===== src/rtl/apb4_master_bridge.sv =====
// ---------------------------------------------------------------------------
// apb4_master_bridge
//
// Purpose:
//   Turns a simple valid/ready request/response port (as seen from a core's
//   load/store unit) into APB4 master transactions. Exactly one transfer is
//   in flight at a time. The bridge walks the APB setup and access phases,
//   waits for the slave's pready, hands back read data and error status, and
//   aborts a transfer whose slave never answers.
//
// Parameters:
//   ADDR_WIDTH     width of req_addr_i / paddr_o
//   DATA_WIDTH     data width; strobe width is DATA_WIDTH/8
//   TIMEOUT_WIDTH  width of the wait-state counter
//   TIMEOUT        wait cycles tolerated in ACCESS before abort (0 = never)
//
// Ports:
//   clk_i, rst_i          clock and asynchronous active-high reset
//   req_valid_i/ready_o   request handshake (ready only while idle)
//   req_write_i           1 = write, 0 = read
//   req_addr_i            byte address, forwarded unchanged to paddr_o
//   req_wdata_i           write data
//   req_strb_i            write strobes (driven as zero for reads)
//   req_prot_i            APB4 protection attributes
//   rsp_valid_o/ready_i   response handshake
//   rsp_rdata_o           read data (zero for writes and timeouts)
//   rsp_err_o             slave error or timeout
//   rsp_timeout_o         transfer was aborted by the timeout
//   paddr_o .. pstrb_o    APB4 master outputs
//   pready_i, prdata_i,
//   pslverr_i             APB4 slave returns
// ---------------------------------------------------------------------------
module apb4_master_bridge #(
  parameter int ADDR_WIDTH    = 32,
  parameter int DATA_WIDTH    = 32,
  parameter int TIMEOUT_WIDTH = 8,
  parameter int TIMEOUT       = 255
) (
  input  logic                    clk_i,
  input  logic                    rst_i,

  input  logic                    req_valid_i,
  output logic                    req_ready_o,
  input  logic                    req_write_i,
  input  logic [ADDR_WIDTH-1:0]   req_addr_i,
  input  logic [DATA_WIDTH-1:0]   req_wdata_i,
  input  logic [DATA_WIDTH/8-1:0] req_strb_i,
  input  logic [2:0]              req_prot_i,

  output logic                    rsp_valid_o,
  input  logic                    rsp_ready_i,
  output logic [DATA_WIDTH-1:0]   rsp_rdata_o,
  output logic                    rsp_err_o,
  output logic                    rsp_timeout_o,

  output logic [ADDR_WIDTH-1:0]   paddr_o,
  output logic [2:0]              pprot_o,
  output logic                    psel_o,
  output logic                    penable_o,
  output logic                    pwrite_o,
  output logic [DATA_WIDTH-1:0]   pwdata_o,
  output logic [DATA_WIDTH/8-1:0] pstrb_o,
  input  logic                    pready_i,
  input  logic [DATA_WIDTH-1:0]   prdata_i,
  input  logic                    pslverr_i
);

  localparam int STRB_WIDTH = DATA_WIDTH / 8;

  // Abort threshold expressed in the counter's own width. The counter holds
  // the number of pready-low ACCESS cycles seen so far; a further pready-low
  // cycle while it already equals TIMEOUT ends the transfer, so ACCESS lasts
  // TIMEOUT+1 cycles in total when the slave never answers.
  localparam logic [TIMEOUT_WIDTH-1:0] TIMEOUT_CNT = TIMEOUT_WIDTH'(TIMEOUT);
  localparam bit                       TIMEOUT_EN  = (TIMEOUT != 0);

  typedef enum logic [1:0] {
    IDLE   = 2'd0,
    SETUP  = 2'd1,
    ACCESS = 2'd2,
    RESP   = 2'd3
  } state_e;

  state_e                  state_q;
  logic [TIMEOUT_WIDTH-1:0] waitCnt_q;
  logic [TIMEOUT_WIDTH-1:0] waitCnt_d;
  logic                    timeoutHit;

  logic                    reqReady_q;
  logic                    rspValid_q;
  logic [DATA_WIDTH-1:0]   rspRdata_q;
  logic                    rspErr_q;
  logic                    rspTimeout_q;

  logic [ADDR_WIDTH-1:0]   paddr_q;
  logic [2:0]              pprot_q;
  logic                    psel_q;
  logic                    penable_q;
  logic                    pwrite_q;
  logic [DATA_WIDTH-1:0]   pwdata_q;
  logic [STRB_WIDTH-1:0]   pstrb_q;

  // Saturating increment of the wait-state counter: once it reaches all-ones
  // it stays there instead of wrapping back to zero, so a large TIMEOUT close
  // to the counter's range can never be skipped over.
  always_comb begin
    waitCnt_d = waitCnt_q;
    if (waitCnt_q != {TIMEOUT_WIDTH{1'b1}}) begin
      waitCnt_d = waitCnt_q + 1'b1;
    end
  end

  // Timeout decision for the current ACCESS cycle. It only matters when the
  // slave is still holding pready low; a late pready always wins.
  assign timeoutHit = TIMEOUT_EN && (waitCnt_q == TIMEOUT_CNT);

  // Main transfer FSM. Every output is a register updated here, so nothing
  // the slave drives (pready/prdata/pslverr) reaches an output in the same
  // cycle. The APB address/data/control registers double as the request
  // latch: they load on acceptance and otherwise keep their last value, which
  // gives stable APB signals through SETUP and ACCESS and a quiet bus after.
  always_ff @(posedge clk_i or posedge rst_i) begin
    if (rst_i) begin
      state_q      <= IDLE;
      waitCnt_q    <= '0;
      reqReady_q   <= 1'b1;
      rspValid_q   <= 1'b0;
      rspRdata_q   <= '0;
      rspErr_q     <= 1'b0;
      rspTimeout_q <= 1'b0;
      paddr_q      <= '0;
      pprot_q      <= '0;
      psel_q       <= 1'b0;
      penable_q    <= 1'b0;
      pwrite_q     <= 1'b0;
      pwdata_q     <= '0;
      pstrb_q      <= '0;
    end else begin
      unique case (state_q)
        IDLE: begin
          if (req_valid_i) begin
            paddr_q    <= req_addr_i;
            pprot_q    <= req_prot_i;
            pwrite_q   <= req_write_i;
            pwdata_q   <= req_wdata_i;
            // Reads must present all-zero strobes on the bus.
            pstrb_q    <= req_write_i ? req_strb_i : '0;
            psel_q     <= 1'b1;
            penable_q  <= 1'b0;
            reqReady_q <= 1'b0;
            waitCnt_q  <= '0;
            state_q    <= SETUP;
          end
        end

        SETUP: begin
          penable_q <= 1'b1;
          state_q   <= ACCESS;
        end

        ACCESS: begin
          if (pready_i) begin
            // Slave completed: sample its data (reads only) and error flag.
            rspRdata_q   <= pwrite_q ? '0 : prdata_i;
            rspErr_q     <= pslverr_i;
            rspTimeout_q <= 1'b0;
            rspValid_q   <= 1'b1;
            psel_q       <= 1'b0;
            penable_q    <= 1'b0;
            state_q      <= RESP;
          end else if (timeoutHit) begin
            // Slave hung: abandon the transfer and report it as an error.
            rspRdata_q   <= '0;
            rspErr_q     <= 1'b1;
            rspTimeout_q <= 1'b1;
            rspValid_q   <= 1'b1;
            psel_q       <= 1'b0;
            penable_q    <= 1'b0;
            state_q      <= RESP;
          end else begin
            waitCnt_q <= waitCnt_d;
          end
        end

        RESP: begin
          if (rsp_ready_i) begin
            rspValid_q <= 1'b0;
            reqReady_q <= 1'b1;
            state_q    <= IDLE;
          end
        end

        default: begin
          state_q <= IDLE;
        end
      endcase
    end
  end

  // Drive the ports straight from the registers above.
  assign req_ready_o   = reqReady_q;
  assign rsp_valid_o   = rspValid_q;
  assign rsp_rdata_o   = rspRdata_q;
  assign rsp_err_o     = rspErr_q;
  assign rsp_timeout_o = rspTimeout_q;

  assign paddr_o   = paddr_q;
  assign pprot_o   = pprot_q;
  assign psel_o    = psel_q;
  assign penable_o = penable_q;
  assign pwrite_o  = pwrite_q;
  assign pwdata_o  = pwdata_q;
  assign pstrb_o   = pstrb_q;

endmodule


===== config.mk =====
export PLATFORM = sky130hd
export DESIGN_NAME = apb4_master_bridge
export DESIGN_NICKNAME = d
export VERILOG_FILES = /design/src/rtl/apb4_master_bridge.sv
export SDC_FILE = /design/constraint.sdc
export NUM_CORES = 1
export LEC_CHECK = 0
export ABC_AREA = 1
export ABC_CLOCK_PERIOD_IN_PS = 10100
export CAP_MARGIN = 20
export CORE_UTILIZATION = 45
export DETAILED_ROUTE_END_ITERATION = 8
export GPL_TIMING_DRIVEN = 0
export MAX_ROUTING_LAYER = met4
export PLACE_DENSITY = 0.82
export SLEW_MARGIN = 20
export SYNTH_ARGS = -nofsm -noshare
export SYNTH_HDL_FRONTEND = slang
export SYNTH_SLANG_ARGS = --single-unit

===== constraint.sdc =====
create_clock -name clk_i -period 10.1 [get_ports clk_i]
set_input_delay 2.02 -clock clk_i [delete_from_list [all_inputs] [get_ports clk_i]]
set_output_delay 2.02 -clock clk_i [all_outputs]
set_load 0.005 [all_outputs]

### Close-up of the layout, run 1

Region (65, 12) to (95, 42) um. Cells in grey, sequential cells in the stronger grey; small squares are vias.
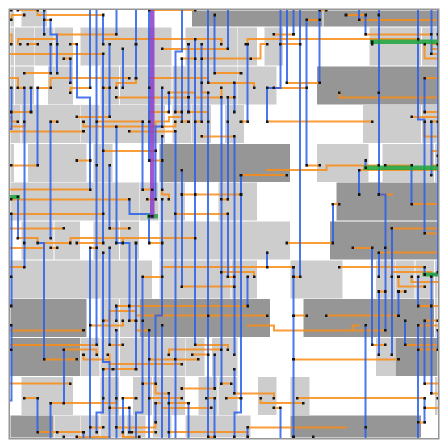
legend:
  green:
    layer: metal 3
  blue:
    layer: metal 2
  purple:
    layer: metal 4
  orange:
    layer: metal 1
netlist names of flops here include: `rsp_rdata_o` (4), `state_q` (2), `waitCnt_q` (2)
most frequent: nand2_1 (20), inv_1 (9), dfrtp_1 (9)
sequential cells in the window: 9
cells with their middle in the window: 75

### The clock network, run 1

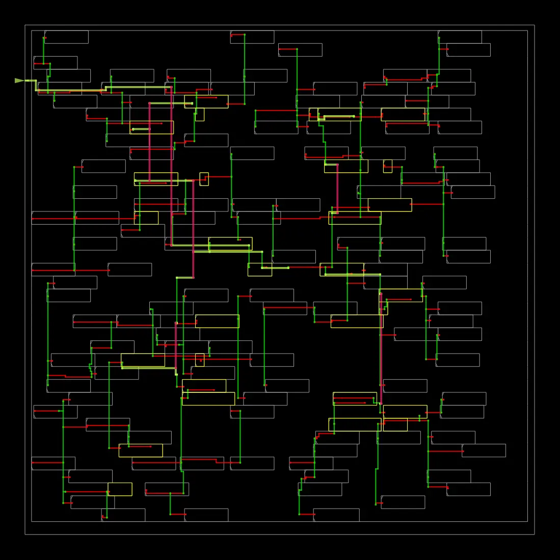
clk_buf instances: 20
CTS buffer count: 17

### Routed clock nets over the placement, run 1

Bar = 20 um.
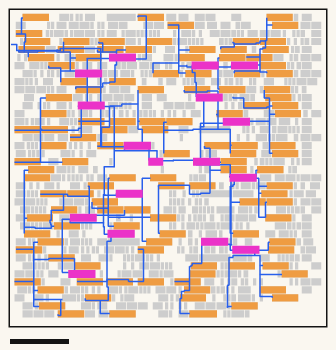
legend:
  blue:
    item: clock wires
    length: 1,440 um
  orange:
    item: flip-flops
    count: 120
  magenta:
    item: clock drivers
    count: 17
flops lie: all over the die
routed clock nets: 18
Layout Skew: 0.004515 ns
clk pwr: 0.614 mW
Late-Pin Clk Latency: 0.51 ns

### Sizing map, run 1

Bar = 20 um.
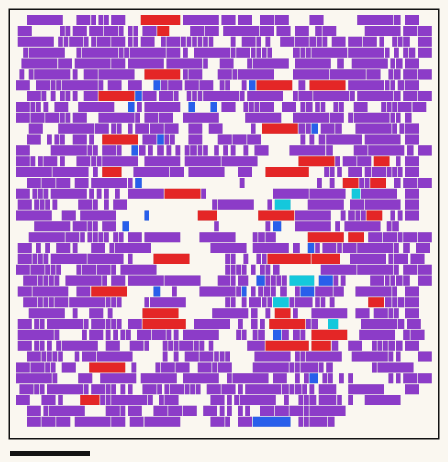
legend:
  cyan:
    size: _3 and _4 cells
    cells: 5
    share: 0.61%
    most_used: nor2_4
  purple:
    size: _0 and _1 cells
    cells: 761
    share: 93%
    most_used: nand2_1
  red:
    size: _6 and larger
    cells: 34
    share: 4.1%
    most_used: clkbuf_16
  blue:
    size: _2 cells
    cells: 22
    share: 2.7%
    most_used: buf_2
post-route setup slack: 6.521 ns
cell area after layout: 7990 um2
Buffers excl. clock: 246

[run 1: logic make-up (layout without fill, tap and decap cells)]
family	count (synthesis)	in the layout
AOI/OAI and AO/OA	12	12
xor gates and xnor gates	2	2
adders and majority gates	7	7
buffers and inverters	45	295
DFF	120	120
and+or+nand+nor	386	386
[run 1: per-stage QoR]
stage	total power, mW	area [um2]	utilization	instances	worst slack [ns]
after floorplan	1.135	4985	-	572	4.896
after global placement	1.627	7352	0.6812	931	3.285
after detailed placement	1.664	7385	0.6842	932	6.402
after CTS	2.300	7990	0.7403	962	6.498
after global routing	2.431	7990	0.7403	962	6.467
final	2.279	7990	0.7403	962	6.521
[run 1: metal layers]
layer	track usage	part of all wire	up-vias
li1	-	-	2241
met1	0.3004	0.40	2192
met2	0.4419	0.50	193
met3	0.07203	0.069	34
met4	0.1155	0.029	0
met5	-	0	-
[run 1: layout make-up]
| cell class | instances | area, um2 |
|---|---|---|
| clock buffer | 20 | 455.4 |
| multi-input combinational | 407 | 1744 |
| fill | 798 | 2803 |
| buffer | 26 | 162.7 |
| clock inverter | 10 | 150.1 |
| inverter | 19 | 78.83 |
| sequential | 120 | 3004 |
| tap | 140 | 175.2 |
| timing repair buffer | 220 | 2220 |
[run 1: power by group through the flow]
stage	combinational [mW]	clock, mW	sequential (mW)
after detailed placement	0.872	0	0.792
after CTS	0.884	0.624	0.792
after floorplan	0.337	0	0.799
final	0.873	0.614	0.792
after global routing	0.968	0.646	0.817
after global placement	0.843	0	0.784
==> summary.txt, run 1 <==
fresh numbers from the pnr run: Chip Area, Yosys 4985 um2, synthesized area 4985 um2, DRC viols 0, Resized Gates After CTS 0, initial antenna violation count 0, Hold Path End pwdata_o[17]$_DFFE_PP0P_, Clk network pwr share 0.269, Top Layout Cells 322 x nand2_1, 219 x clkdlybuf4s50_1, 119 x dfrtp_1, 41 x nand3_1, 16 x clkbuf_16, leakage 3.955 nW, Dominant cell area share 0.5974, comb area leader simple AND/OR/NAND/NOR gates, R2R Setup Slk 8.19 ns, CTS tree built, crit path launch type flip-flop, Row Count 38, vias per cell 4.844, Ys Warns 0, worst r2r dst pwdata_o[9]$_DFFE_PP0P_, crit path DAT 1.56 ns, IO Port Bufs 219, number of diodes 0, Reg-to-Reg Start state_q[0]$_DFFE_PP0P_, Post-synth top cells 322 x nand2_1, 119 x dfrtp_1, 41 x nand3_1, Rel. slew slack 0.6803, #FFs+latches synth 120, Simple Share, Synth 0.3163, GRT Resource Usage Total 0.2650, fin crit share 0.3544, most common logic cell in the routed design nand2_1, gp weighted congestion 0.8347, Net Sw Frac 0.3076, Seq pwr share 0.348, XOR Share, Synth 0.003514, worst path bufs/invs 1, Slew Limit Fails 0, main flop type dfrtp_1, area leader, netlist dfrtp_1, PD cells 285.3 nW/um2, crit path max fanout 3, HPWL Detailed 10,120 um, core footprint 10,790 um2, Die W 107.3 um, Init Core Util 0.4619, CP Capture Type output port, net count of the mapped netlist 689, worst setup path class reg2out, drt total wl 13,890 um, Comb pwr share 0.383, post-synthesis mux area share 0, FMAX 0.2794 GHz, type of the tightest min-delay check reg2reg, clk buf depth 2, vias in the first global route 4,870, CTS Hold Bufs 0, unrepaired setup endpoints after global routing false, Post-synth ARST share 1.000, Mapped Cells 572, ao+oa area frac 0.01255, largest net degree at the start of global routing 70, top cells by area dfrtp_1 60%, nand2_1 24%, nand3_1 4.1%, ha_1 1.8%, buf_6 1.6%, Adder Share, Synth 0.01757, flip-flops with a built-in enable 0, H-tree depth 4, Cell Type Count 26, Syn-to-layout area delta 60.29%, Slowest-stage cell, CP dfstp_2, Seq share, synth 0.6027, drt wl/cell 14.44 um, clk root buf clkbuf_8, crit path to req_ready_o, yosys cell count 572, chip area 11,500 um2, clock-pin slew on the worst setup and hold paths 0.05 ns, TNS Setup 0 ns, hold slack 0.4746 ns, first-pass GRT wire length 22,720 um, post-CTS setup buffer count 0, Worst VDD drop 159.7 uV, WHS Path Cells 2, vias 4,660, Die Ht 107.3 um, drt first pass iters 6, Final ANT Viol Nets 0, P_sw 0.7012 mW, CP max stage delay 0.53 ns, final hold violations 0, number of top-level pins 220, drt initial violations 294, total grt overflow 0, reg2reg path depth 8, critical path depth 1, crit path from req_ready_o$_DFFE_PP1P_, HP Start pwdata_o[17]$_DFFE_PP0P_, share of cells above drive strength 1 0.07421, Worst-Margin Slew 0.4796 ns, top-count cell post-synth nand2_1, # clock sinks 120, fin nets 928, status completed, tool warnings 31, Tmin final 3.579 ns, Final setup viols 0, cell family with most CP delay flip-flops, Int Power 1.578 mW, syn_area_per_cell 8.715 um2, Data required, critical path 8.08 ns, max_cap viols 0
### Sequential cells coloured by netlist name, run 1

Bar = 20 um.
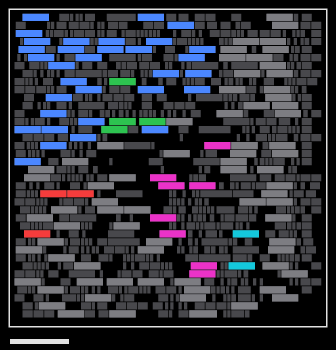

==> run 2: changes to the inputs <==
- ABC_CLOCK_PERIOD_IN_PS: 10100 -> 2950
- CORE_UTILIZATION: 45 -> 38
- PLACE_DENSITY: 0.82 -> 0.74
- clock period: 10.1 -> 2.95 ns (I/O delays scaled with it)
### Sequential cells coloured by netlist name, run 2

Bar = 20 um.
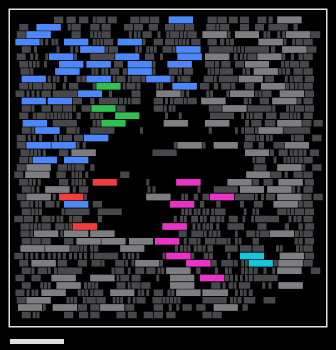
legend:
  magenta:
    name_in_the_netlist: `waitCnt_q`
    flops: 8
  green:
    name_in_the_netlist: `pstrb_o`
    flops: 4
  red:
    name_in_the_netlist: `pprot_o`
    flops: 3
  cyan:
    name_in_the_netlist: `state_q`
    flops: 2
  blue:
    name_in_the_netlist: `pwdata_o`
    flops: 32
not coloured: 71

### Close-up of the layout, run 2

Region (72, 14) to (102, 44) um. Cells in grey, sequential cells in the stronger grey; small squares are vias.
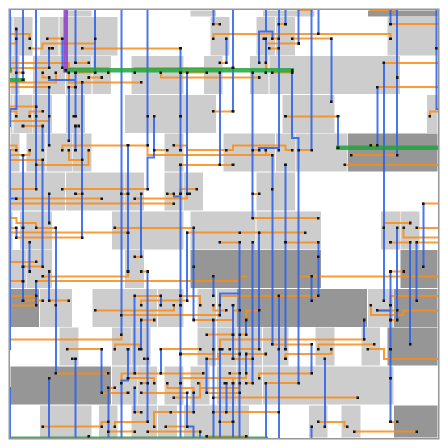
legend:
  orange:
    layer: metal 1
  green:
    layer: metal 3
  purple:
    layer: metal 4
  blue:
    layer: metal 2
sequential cells in the window: 4
most frequent: nand2_1 (22), inv_1 (12), nand3_1 (6)
cells with their middle in the window: 74
netlist names of flops here include: `state_q` (2)

==> run 2 against run 1 <==
Effect of this change:
- first-iteration DRC count shrank 32%
- power grew to 3.3 times the previous value
- clock skew grew 0.0013 ns
==> summary.txt, run 2 <==
fresh numbers from the pnr run: Clk network pwr share 0.244 (-0.025), post-synthesis mux area share 0 (unchanged), drt initial violations 199 (-32%), cell family with most CP delay flip-flops, Seq pwr share 0.360 (+0.012), Int Power 5.148 mW (+230%), clk root buf clkbuf_16, Init Core Util 0.3918 (-0.07004), final hold violations 0 (unchanged), top-count cell post-synth nand2_1, drt first pass iters 6 (unchanged), Worst-Margin Slew 0.5280 ns (+0.04842 ns), top cells by area dfrtp_1 60%, nand2_1 24%, nand3_1 4.1%, ha_1 1.8%, buf_6 1.6%, share of cells above drive strength 1 0.07134 (-0.002867), CTS tree built, P_comb 2.98 mW (+240%), type of the tightest min-delay check reg2reg, post-CTS setup buffer count 0 (unchanged), sequential power 2.70 mW (+240%), total grt overflow 0 (unchanged), CTS buffer count 17 (unchanged), clock-pin slew on the worst setup and hold paths 0.05 ns (about the same), Adder Share, Synth 0.01757 (unchanged), net count of the mapped netlist 689 (unchanged), Layout Skew 0.005821 ns (+0.001306 ns), Dominant cell area share 0.5974 (unchanged), Rel. slew slack 0.6480 (-0.03228), syn_area_per_cell 8.715 um2 (unchanged), Syn-to-layout area delta 60.69%, most common logic cell in the routed design nand2_1, synthesized area 4985 um2 (unchanged), crit path cell chain clkdlybuf4s50_1, max_cap viols 0 (unchanged), Mapped Cells 572 (unchanged), crit path DAT 1.45 ns (-0.11 ns), Top Layout Cells 322 x nand2_1, 219 x clkdlybuf4s50_1, 119 x dfrtp_1, 41 x nand3_1, 18 x clkbuf_1, worst setup path class reg2out, area leader, netlist dfrtp_1, worst path bufs/invs 1 (unchanged), Design Power 7.506 mW (+230%), routed length on met3 1095 um (+14%), unrepaired setup endpoints after global routing false, #FFs+latches synth 120 (unchanged), TNS Setup 0 ns (unchanged), tool warnings 31 (unchanged), hold slack 0.4749 ns (+0.0003130 ns), core footprint 12,720 um2 (+18%), Die W 116.5 um (+8.7%), Seq share, synth 0.6027 (unchanged), status completed, fin nets 931 (+0.32%), ao+oa area frac 0.01255 (unchanged), Late-Pin Clk Latency 0.41 ns (-0.10 ns), main flop type dfrtp_1, drt wl/cell 13.84 um (-4.1%), gp weighted congestion 0.8141 (-2.5%), FMAX 0.4903 GHz, GRT Resource Usage Total 0.2183 (-0.04668), CTS Hold Bufs 0 (unchanged), Comb pwr share 0.397 (+0.014), Ys Warns 0 (unchanged), fin crit share 0.6914, P_sw 2.358 mW (+240%), first-pass GRT wire length 21,670 um (-4.6%), crit path max fanout 3 (unchanged), DRC viols 0 (unchanged), Top Consumer combinational logic, vias 4,549 (-2.4%), clk buf depth 2 (unchanged), Worst VDD drop 524.6 uV (+230%), Final setup viols 0 (unchanged), Top Layer Used met4, largest net degree at the start of global routing 34 (-51%), post-layout util 0.6296 (-0.1107), vias per cell 4.554 (-6.0%), Final ANT Viol Nets 0 (unchanged), CP Capture Type output port, Resized Gates After CTS 0 (unchanged), Slew Limit Fails 0 (unchanged), HPWL Detailed 10,320 um (+2.0%), Simple Share, Synth 0.3163 (unchanged), number of diodes 0 (unchanged), XOR Share, Synth 0.003514 (unchanged), Die Ht 116.5 um (+8.7%), Data required, critical path 2.36 ns (-5.72 ns), crit path launch type flip-flop, Post-synth ARST share 1.000 (unchanged), H-tree depth 4 (unchanged), initial antenna violation count 0 (unchanged), met1 WL 5755 um (+3.4%), yosys cell count 572 (unchanged), Chip Area, Yosys 4985 um2 (unchanged), met2 wirelength from detailed routing 6727 um (-3.2%), Slowest-stage cell, CP dfstp_2, Row Count 41 (+7.9%), number of top-level pins 220 (unchanged), post-route setup slack 0.9105 ns (-5.610 ns), comb area leader simple AND/OR/NAND/NOR gates, leakage 3.935 nW (-0.50%), PD cells 937.0 nW/um2 (+230%), clk pwr 1.83 mW (+200%), flip-flops with a built-in enable 0 (unchanged), # clock sinks 120 (unchanged), CP max stage delay 0.53 ns (about the same), chip area 13,580 um2 (+18%), drt total wl 13,820 um (-0.46%), Placement Setup Slack 0.6461 ns (-5.756 ns), Tmin final 2.039 ns, Net Sw Frac 0.3141 (+0.006491), Cell Type Count 26 (unchanged), Post-synth top cells 322 x nand2_1, 119 x dfrtp_1, 41 x nand3_1, vias in the first global route 4,595 (-5.6%), IO Port Bufs 219 (unchanged)
## run 2: cell counts after synthesis
Identical to the previous run, type by type.
## run 2: path summary, 6_finish.rpt
check,cells past startpoint,slack [ns],start,to
setup / recovery,1,0.91,req_ready_o$_DFFE_PP1P_,req_ready_o
max in group asynchronous,4,1.76,rst_i,paddr_o[17]$_DFFE_PP0P_
min in group asynchronous,2,0.49,rst_i,rsp_rdata_o[19]$_DFFE_PP0P_
hold reg to reg,2,0.47,paddr_o[8]$_DFFE_PP0P_,paddr_o[8]$_DFFE_PP0P_
setup reg to reg,8,1.03,state_q[0]$_DFFE_PP0P_,pwdata_o[7]$_DFFE_PP0P_
hold / removal,2,0.47,paddr_o[8]$_DFFE_PP0P_,paddr_o[8]$_DFFE_PP0P_
## run 2: metrics by stage
stage,instance area (um2),instances
3_5_place_dp,7483,967
3_3_place_gp,7396,963
2_1_floorplan,4989,572
6_report,8010,999
5_1_grt,8010,999
4_1_cts,8010,999
## run 2: routing by layer
layer / vias to the layer above / global-route usage
li1: 2249 / -
met1: 2114 / 0.2480
met2: 168 / 0.3558
met3: 18 / 0.07161
met4: 0 / 0.08861
met5: - / -
## run 2: tightest hold or removal path: cells and delay by family (launching register included)
family,cells,cell delay (ns)
DFF,1,0.33
and+or+nand+nor,2,0.11
## run 2: kinds of logic after synthesis
logic type	count (synthesis)
adder cells (fa/ha/maj)	7
buffers and inverters	45
flip-flops	120
AND/OR/NAND/NOR	386
AND-OR/OR-AND	12
XOR/XNOR	2
## run 2: final cells by class
type                    count  area (um2)
fillers                  1088        4712
flip-flops and latches    120        3004
repair buffers            223        2280
multi-input cells         407        1744
clock buffers              28       506.7
well taps                 172       215.2
plain buffers              26       162.7
inverters                  19       77.57
clock inverters             4       20.02
Power figures rest on the tool's default switching activity, not on a simulated workload.
